<file path="src/rtl/cam_pkg.sv">
// Shared constants and state encoding for the CAM learn controller and its wrapper.
package cam_pkg;

    localparam int KEY_W = 8;
    localparam int IDX_W = 4;
    localparam int DEPTH = 16;

    // Sentinel written to every entry at init; a request carrying it is rejected.
    localparam logic [KEY_W-1:0] INIT_KEY = 8'hFF;

    typedef enum logic [2:0] {
        INIT,
        IDLE,
        SEARCH,
        CHECK,
        WRITE,
        RESP
    } state_e;

endpackage

</file>
<file path="src/rtl/cam_learn_ctrl.sv">
// Search-then-learn sequencer in front of a 16x8 CAM; also initialises the CAM after reset.
// Optional FIFO eviction on a full table is enabled by defining CAM_LEARN_EVICT_EN.
module cam_learn_ctrl
    import cam_pkg::*;
(
    input  logic             clk,
    input  logic             rst,
    input  logic             req_valid,
    input  logic [KEY_W-1:0] req_key,
    output logic             req_ready,
    output logic             resp_valid,
    input  logic             resp_ready,
    output logic [IDX_W-1:0] resp_index,
    output logic             resp_hit,
    output logic             resp_new,
    output logic             resp_err,
    output logic [IDX_W:0]   used,
    output logic             cam_wen,
    output logic             cam_ren,
    output logic [KEY_W-1:0] cam_din,
    output logic [IDX_W-1:0] cam_addr,
    input  logic [IDX_W-1:0] cam_dout,
    input  logic             cam_hit
);

`ifdef CAM_LEARN_EVICT_EN
    localparam bit EVICT_EN = 1'b1;
`else
    localparam bit EVICT_EN = 1'b0;
`endif

    localparam logic [IDX_W:0] FULL = (IDX_W+1)'(DEPTH);

    state_e           state_q, state_d;
    logic [IDX_W:0]   init_cnt_q, init_cnt_d;
    logic [KEY_W-1:0] key_q, key_d;
    logic [IDX_W-1:0] alloc_q, alloc_d;
    logic [IDX_W:0]   used_q, used_d;

    logic             req_ready_q, req_ready_d;
    logic             resp_valid_q, resp_valid_d;
    logic [IDX_W-1:0] resp_index_q, resp_index_d;
    logic             resp_hit_q, resp_hit_d;
    logic             resp_new_q, resp_new_d;
    logic             resp_err_q, resp_err_d;
    logic             cam_wen_q, cam_wen_d;
    logic             cam_ren_q, cam_ren_d;
    logic [KEY_W-1:0] cam_din_q, cam_din_d;
    logic [IDX_W-1:0] cam_addr_q, cam_addr_d;

    // All outputs are registered: the _d values describe what the next state drives.
    always_comb begin
        state_d      = state_q;
        init_cnt_d   = init_cnt_q;
        key_d        = key_q;
        alloc_d      = alloc_q;
        used_d       = used_q;
        req_ready_d  = 1'b0;
        resp_valid_d = resp_valid_q;
        resp_index_d = resp_index_q;
        resp_hit_d   = resp_hit_q;
        resp_new_d   = resp_new_q;
        resp_err_d   = resp_err_q;
        cam_wen_d    = 1'b0;
        cam_ren_d    = 1'b0;
        cam_din_d    = '0;
        cam_addr_d   = '0;

        case (state_q)
            INIT: begin
                if (init_cnt_q == FULL) begin
                    state_d     = IDLE;
                    req_ready_d = 1'b1;
                end else begin
                    cam_wen_d  = 1'b1;
                    cam_din_d  = INIT_KEY;
                    cam_addr_d = init_cnt_q[IDX_W-1:0];
                    init_cnt_d = init_cnt_q + 1'b1;
                end
            end
            IDLE: begin
                if (req_valid && req_ready_q) begin
                    key_d = req_key;
                    if (req_key == INIT_KEY) begin
                        state_d      = RESP;
                        resp_valid_d = 1'b1;
                        resp_index_d = '0;
                        resp_err_d   = 1'b1;
                    end else begin
                        state_d   = SEARCH;
                        cam_ren_d = 1'b1;
                        cam_din_d = req_key;
                    end
                end else begin
                    req_ready_d = 1'b1;
                end
            end
            SEARCH: begin
                state_d = CHECK;
            end
            CHECK: begin
                if (cam_hit) begin
                    state_d      = RESP;
                    resp_valid_d = 1'b1;
                    resp_index_d = cam_dout;
                    resp_hit_d   = 1'b1;
                end else if (used_q != FULL || EVICT_EN) begin
                    state_d    = WRITE;
                    cam_wen_d  = 1'b1;
                    cam_addr_d = alloc_q;
                    cam_din_d  = key_q;
                end else begin
                    state_d      = RESP;
                    resp_valid_d = 1'b1;
                    resp_index_d = '0;
                    resp_err_d   = 1'b1;
                end
            end
            WRITE: begin
                // alloc_q wraps naturally, so a full table overwrites the oldest entry.
                state_d      = RESP;
                resp_valid_d = 1'b1;
                resp_index_d = alloc_q;
                resp_new_d   = 1'b1;
                alloc_d      = alloc_q + 1'b1;
                if (used_q != FULL) begin
                    used_d = used_q + 1'b1;
                end
            end
            RESP: begin
                if (resp_ready) begin
                    state_d      = IDLE;
                    req_ready_d  = 1'b1;
                    resp_valid_d = 1'b0;
                    resp_index_d = '0;
                    resp_hit_d   = 1'b0;
                    resp_new_d   = 1'b0;
                    resp_err_d   = 1'b0;
                end
            end
            default: begin
                state_d    = INIT;
                init_cnt_d = '0;
            end
        endcase
    end

    always_ff @(posedge clk) begin
        if (rst) begin
            state_q      <= INIT;
            init_cnt_q   <= '0;
            key_q        <= '0;
            alloc_q      <= '0;
            used_q       <= '0;
            req_ready_q  <= 1'b0;
            resp_valid_q <= 1'b0;
            resp_index_q <= '0;
            resp_hit_q   <= 1'b0;
            resp_new_q   <= 1'b0;
            resp_err_q   <= 1'b0;
            cam_wen_q    <= 1'b0;
            cam_ren_q    <= 1'b0;
            cam_din_q    <= '0;
            cam_addr_q   <= '0;
        end else begin
            state_q      <= state_d;
            init_cnt_q   <= init_cnt_d;
            key_q        <= key_d;
            alloc_q      <= alloc_d;
            used_q       <= used_d;
            req_ready_q  <= req_ready_d;
            resp_valid_q <= resp_valid_d;
            resp_index_q <= resp_index_d;
            resp_hit_q   <= resp_hit_d;
            resp_new_q   <= resp_new_d;
            resp_err_q   <= resp_err_d;
            cam_wen_q    <= cam_wen_d;
            cam_ren_q    <= cam_ren_d;
            cam_din_q    <= cam_din_d;
            cam_addr_q   <= cam_addr_d;
        end
    end

    assign req_ready  = req_ready_q;
    assign resp_valid = resp_valid_q;
    assign resp_index = resp_index_q;
    assign resp_hit   = resp_hit_q;
    assign resp_new   = resp_new_q;
    assign resp_err   = resp_err_q;
    assign used       = used_q;
    assign cam_wen    = cam_wen_q;
    assign cam_ren    = cam_ren_q;
    assign cam_din    = cam_din_q;
    assign cam_addr   = cam_addr_q;

endmodule

</file>
<file path="config.mk">
export PLATFORM = sky130hd
export DESIGN_NAME = cam_learn_ctrl
export DESIGN_NICKNAME = d
export VERILOG_FILES = /design/src/rtl/cam_pkg.sv /design/src/rtl/cam_learn_ctrl.sv
export SDC_FILE = /design/constraint.sdc
export NUM_CORES = 1
export LEC_CHECK = 0
export ABC_AREA = 1
export CAP_MARGIN = 25
export CORE_ASPECT_RATIO = 0.75
export CORE_MARGIN = 1.5
export CORE_UTILIZATION = 55
export DETAILED_ROUTE_END_ITERATION = 12
export PLACE_DENSITY = 0.85
export SYNTH_ARGS = -nofsm -noshare
export SYNTH_HDL_FRONTEND = slang
export SYNTH_SLANG_ARGS = --single-unit
</file>
<file path="constraint.sdc">
create_clock -name clk -period 2.95 [get_ports clk]
set_input_delay 0.59 -clock clk [delete_from_list [all_inputs] [get_ports clk]]
set_output_delay 0.59 -clock clk [all_outputs]
set_load 0.05 [all_outputs]
</file>
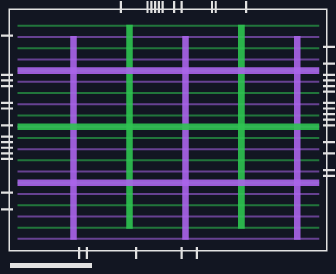
**Above:** run 1 (supply network).
Bar = 20 µm. Pins as bars on the die edge.
legend:
  green:
    net: VDD
  purple:
    net: VSS
rows: 19
met4 straps: 5
met5 straps: 3
signal pins: 45
met1 rails: 20

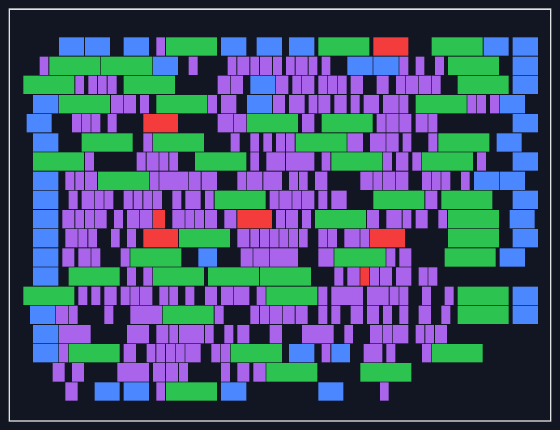
**Above:** run 1 (cells coloured by class).
legend:
  blue:
    class: other buffers and delay cells
    cells: 46
    share_of_their_area: 17%
  green:
    class: flip-flops
    cells: 48
    share_of_their_area: 36%
  red:
    class: clock drivers and dummy loads
    cells: 7
    share_of_their_area: 2.9%
  purple:
    class: all other logic
    cells: 260
    share_of_their_area: 45%
Core ar.: 0.00378 mm²
Row Count: 19

==> impl_metrics.json, run 1 <==
{
  "cts_max_level": 2,
  "final-comb-area_mm2": 0.00105,
  "cp-end-kind": "output pin",
  "grt_pass1_wl_um": 8520,
  "rsz0062_at_grt": "false",
  "die_x_um": 76.6,
  "fill_cells": 313,
  "grt_overflow": 0,
  "slowest_stage": "clkdlybuf4s50_1",
  "hold_buffers": 0,
  "worstHoldStart": "key_q[0]$_SDFFE_PP0P_",
  "worst-r2r-cell-count": 11,
  "syn_area_mm2": 0.00224,
  "crit_start": "used[2]$_SDFFE_PP0P_",
  "min_to": "key_q[0]$_SDFFE_PP0P_",
  "maxSlewViolCount": 0,
  "clk_path_buf_depth": 2,
  "portBuffers": 44,
  "ys_sh_adder": 0.0280,
  "min_path_cells": 2,
  "setup_slack_ps": 807,
  "gp_congestion": 0.823,
  "crit_fanout": 6,
  "power_frac_comb": 0.253,
  "p_switching_mw": 0.469,
  "cp.arrival_ps": 1550,
  "clkTransAtPathRegs_ps": 80,
  "drive_gt1_frac": 0.0609,
  "status": "finished clean",
  "tightest_slew_ps": 740,
  "period_minus_slack_ps": 2140,
  "place_inst": 406,
  "tool_warnings": 28,
  "setup_violations": 0,
  "netlist_instances": 318,
  "first_iter_violations": 217,
  "dp_slack_ps": 674,
  "async_flop_share": 0,
  "antenna_found_initial": 0,
  "drc_errors": 0,
  "cts_resized": 0,
  "synth.top_cell.area_share": 0.430,
  "ys_cells": 318,
  "seq_area_um2": 961,
  "crit_family": "buffers and inverters",
  "post-route-period-util": 0.726,
  "postPlaceCellArea_mm2": 0.00269,
  "clockRootBuffer": "clkbuf_8",
  "power_mw": 1.44,
  "ys_sh_mux": 0,
  "timing.rr.end": "resp_index[2]$_SDFFE_PP0P_",
  "synth_chip_area_mm2": 0.00224,
  "die_h_um": 58.2,
  "cts.sinks": 48,
  "ys_top_logic_family": "simple AND/OR/NAND/NOR gates",
  "routed_wl_um": 5150,
  "synth-edff-count": 0,
  "synthTopCellsByArea": "dfxtp_1 (43%), nand2_1 (13%), nand3_1 (8.3%)",
  "path_class": "reg2out",
  "fmax_ghz": 0.467,
  "avgRoutedWirePerCell_um": 12.5,
  "grt_max_degree": 25,
  "ys_warn_count": 0,
  "ant_nets": 0,
  "path_buffers": 1,
  "p_leak_nw": 1.11,
  "worstPathCellList": "clkdlybuf4s50_1",
  "cap_viol_max_count": 0,
  "swShare": 0.325,
  "num_vias": 2188,
  "top_area_cell": "dfxtp_1",
  "yosysMostFrequentCell": "nand2_1",
  "peakVddDrop_mv": 0.387
}
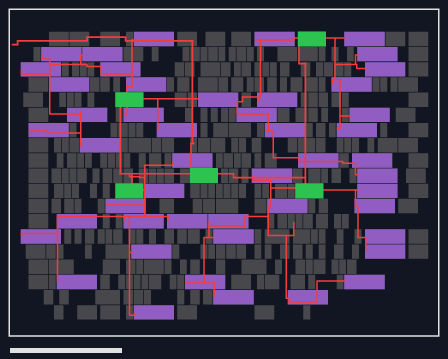
**Above:** run 1 (clock distribution).
Bar = 20 µm.
legend:
  red:
    item: clock wires
    length: 525 µm
  purple:
    item: flip-flops
    count: 48
  green:
    item: cells driving clock nets
    count: 5
flops lie: all over the die
routed clock nets: 6
Clk. pwr: 0.368 mW
Clock Power Share: 0.255
worst-skew pair later-pin latency: 300 ps
Final Skew: 5.57 ps

[run 1: worst min-delay path: stages, from the launching register on]
cell,delay [ps]
dfxtp_1,320
nand2_1,60
a21oi_1,50
[run 1: metal layers]
layer / part of all wire / up-vias / wire, µm / track usage
met2: 0.43 / 83 / 2200 / 0.365
met4: 0.016 / 0 / 81 / 0.101
met3: 0.066 / 11 / 339 / 0.0457
met1: 0.49 / 992 / 2530 / 0.343
li1: - / 1102 / - / -
met5: 0 / - / 0 / 0
[run 1: cell usage in the layout, fill, tap and decap left out, drive strengths merged]
master	count
clkdlybuf4s50	44
nor3	2
a211oi	1
a21oi	27
nor2	34
xnor2	1
o21ai	9
ha	5
a21boi	1
clkbuf	6
nand2	83
buf	2
o21bai	1
o22ai	2
clkinv	2
nand3	38
inv	42
nand4	11
dfxtp	48
a31oi	1
xor2	1
[run 1: metrics by stage]
step	hold slack [ps]	util
2_1_floorplan	441	-
5_1_grt	484	0.733
3_5_place_dp	454	0.713
4_1_cts	467	0.733
3_3_place_gp	449	0.713
6_report	469	0.733
[run 1: area by class of cell]
type / count / share of cell area
clock buffers: 6 / 0.0262
flip-flops and latches: 48 / 0.347
well taps: 52 / 0.0235
clock inverters: 1 / 0.00181
multi-input cells: 217 / 0.379
inverters: 43 / 0.0587
repair buffers: 46 / 0.164
[run 1: flip-flops by register name, indices dropped and copies added (netlist names), 3 cells and up]
name	flops
used	5
cam_addr	4
state_q	3
key_q	8
cam_din	8
init_cnt_q	5
resp_index	4
alloc_q	4
[run 1: power by group through the flow]
stage          registers [mW]  clock network, mW  logic, mW
2_1_floorplan           0.837                  0      0.136
3_3_place_gp            0.726                  0      0.356
3_5_place_dp            0.726                  0      0.362
4_1_cts                 0.712              0.372      0.364
5_1_grt                 0.716              0.403      0.394
6_report                0.712              0.368      0.365
**Run 1: the clock network**

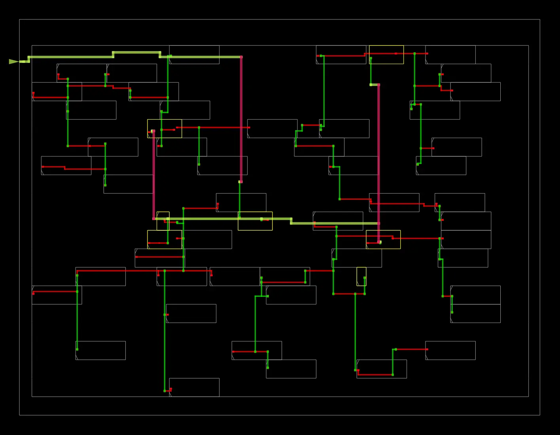

==> run 1 -> run 2 <==
CORE_UTILIZATION = 51   (was 55)
PLACE_DENSITY = 0.79   (was 0.85)
clock period = 2 ns   (was 2.95 ns; I/O delays follow)
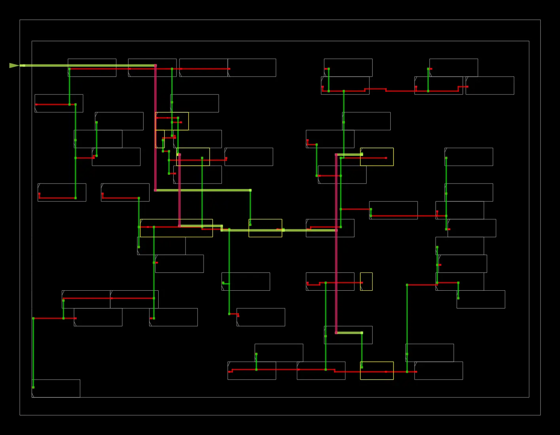
**Above:** run 2 (the clock network).
Clk. pwr: 0.685 mW
registers: 48
CTS Buf Count: 5
Sink Count: 48

==> impl_metrics.json, run 2 <==
{
  "drc_errors": 0,
  "grtUsageTotal": 0.231,
  "clock.latency.late_pin_ps": 300,
  "final_area_mm2": 0.00286,
  "avgRoutedWirePerCell_um": 12.1,
  "fmax_ghz": 0.514,
  "ys_sh_mux": 0,
  "clk_path_buf_depth": 2,
  "clockRootBuffer": "clkbuf_8",
  "worst-r2r-cell-count": 10,
  "r2r_start": "init_cnt_q[0]$_SDFFE_PP0P_",
  "p_leak_nw": 1.16,
  "min_path_cells": 2,
  "synth-edff-count": 0,
  "synthSimpleGateAreaFrac": 0.334,
  "hold_buffers": 0,
  "area_growth_pct": 28.0,
  "crit_start": "used[3]$_SDFFE_PP0P_",
  "utilization": 0.693,
  "rows": 20,
  "post-route-period-util": 0.973,
  "top_area_cell": "dfxtp_1",
  "viasPerCell": 5.12,
  "ios": 45,
  "hold_class": "reg2reg",
  "syn_area_mm2": 0.00224,
  "crit_fanout": 5,
  "cap_viol_max_count": 0,
  "cp-end-kind": "output pin",
  "gp_congestion": 0.838,
  "skew_ps": 7.67,
  "cp.arrival_ps": 1550,
  "synth.top_cell.area_share": 0.430,
  "rsz0062_at_grt": "false",
  "maxSlewViolCount": 0,
  "rrSetupSlack_ps": 290,
  "path_buffers": 1,
  "crit_family": "buffers and inverters",
  "grt_pass1_wl_um": 8550,
  "grt_max_degree": 23,
  "num_vias": 2164,
  "ys_sh_xor": 0.00783,
  "ant_nets": 0,
  "synthTopCellsByArea": "dfxtp_1 (43%), nand2_1 (13%), nand3_1 (8.3%)",
  "drive_gt1_frac": 0.0788,
  "final_common_cell": "nand2_1",
  "flop_cell": "dfxtp_1",
  "status": "finished clean",
  "maxSlewHeadroom": 0.660,
  "synthDistinctLibCells": 26,
  "synth_chip_area_mm2": 0.00224,
  "tool_warnings": 28,
  "first_iter_violations": 143,
  "fin_tns_setup_ps": 0,
  "nets": 389,
  "setup_slack_ps": 54.2,
  "dp_hpwl_um": 3750,
  "start_kind": "register",
  "ys_cells": 318,
  "critPathMaxStageDelay_ps": 830,
  "chipArea_mm2": 0.00480,
  "async_flop_share": 0,
  "worstPathCellList": "clkdlybuf4s50_1",
  "slowest_stage": "clkdlybuf4s50_1",
  "dp_slack_ps": 164,
  "portBuffers": 44,
  "period_minus_slack_ps": 1950,
  "path_class": "reg2out",
  "layout_top_cells": "nand2_1 (79), dfxtp_1 (48), clkdlybuf4s50_1 (44)",
  "drt_pass1_iterations": 4,
  "grt_pass1_vias": 1906,
  "cts_resized": 0,
  "clkTransAtPathRegs_ps": 90,
  "cts_max_level": 2,
  "cts_setup_buffers": 0,
  "postPlaceCellArea_mm2": 0.00276,
  "netlist_instances": 318,
  "setup_violations": 0,
  "ys_warn_count": 0,
  "ys_sh_adder": 0.0280,
  "yosysMostFrequentCell": "nand2_1",
  "ys_seq_share": 0.430,
  "tightest_slew_ps": 509,
  "routed_wl_um": 5130,
  "finalHoldViolCount": 0,
  "ys_top_logic_family": "simple AND/OR/NAND/NOR gates",
  "ys_sh_aoi": 0.0990,
  "fp-utilization": 0.542,
  "worstHoldStart": "key_q[5]$_SDFFE_PP0P_",
  "common_cells": "nand2_1 (79), dfxtp_1 (48), inv_1 (38)",
  "min_to": "key_q[5]$_SDFFE_PP0P_",
  "grt_overflow": 0,
  "timing.rr.end": "state_q[2]$_SDFFE_PP0P_",
  "required_ps": 1600,
  "power_density_mw_per_mm2": 798,
  "antenna_found_initial": 0
}
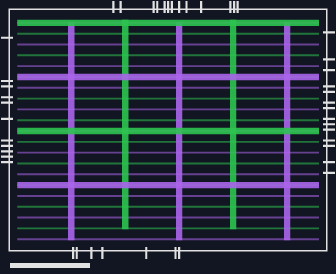
**Above:** run 2 (supply network).
Bar = 20 µm. Pins as bars on the die edge.
legend:
  purple:
    net: VSS
  green:
    net: VDD
met1 rails: 21
rows: 20
met5 straps: 4
met4 straps: 5
die height: 60.4 µm
Core ar.: 0.00413 mm²
peak supply drop: 0.566 mV
die width: 79.5 µm

[run 2: metal layers]
layer / up-vias / track usage / wire length [µm] / share of wire
met5: - / 0 / 0 / 0
met4: 0 / 0.0827 / 57 / 0.011
met3: 7 / 0.0466 / 317 / 0.062
met2: 68 / 0.362 / 2240 / 0.44
met1: 962 / 0.321 / 2520 / 0.49
li1: 1127 / - / - / -
[run 2: cell type report]
class | instances | area, µm²
sequential | 48 | 961
inverter | 43 | 163
clock inverter | 2 | 35.0
timing repair buffer | 52 | 513
clock buffer | 6 | 72.6
tap | 55 | 68.8
fill | 369 | 1270
multi-input combinational | 217 | 1050
[run 2: power by group]
group / switching [mW] / internal (mW) / total, mW
Combinational: 0.361 / 0.191 / 0.552
Sequential: 0.0311 / 1.02 / 1.05
Clock: 0.313 / 0.371 / 0.685
Total: 0.705 / 1.58 / 2.29
[run 2: cells by family after synthesis]
kind of cell    Yosys count
flops                    48
buf+inv                  53
xor+xnor                  2
fa+ha+maj                 5
simple gates            168
compound gates           42
[run 2: worst reg2reg max path, cell delays in order, from the launching register on]
cell     delay [ps]
dfxtp_1         340
inv_1           110
ha_1            170
nand2_1          60
inv_1            70
nand2_1          70
nand2_2         250
nand3_1         160
nor2_1          210
nand2_1          80
a21oi_1         130
[run 2: per-stage QoR]
stage	power, mW	instances	hold slack, ps
finish	2.29	423	468
global route	2.38	423	493
CTS	2.30	423	469
detailed placement	1.62	415	456
global placement	1.61	415	448
floorplan	1.44	318	441
[run 2: how the worst max path moves through the flow]
stage                     cells past startpoint  slack, ps                         end
final                                         1         50                     used[3]
after CTS                                     1         50                     used[3]
after detailed placement                      8        160  resp_index[2]$_SDFFE_PP0P_
after global routing                          1         10                     used[3]
after floorplan                              10        210       cam_din[0]$_SDFF_PP0_
after global placement                        9        210  resp_index[1]$_SDFFE_PP0P_
Power figures rest on the tool's default switching activity, not on a simulated workload.
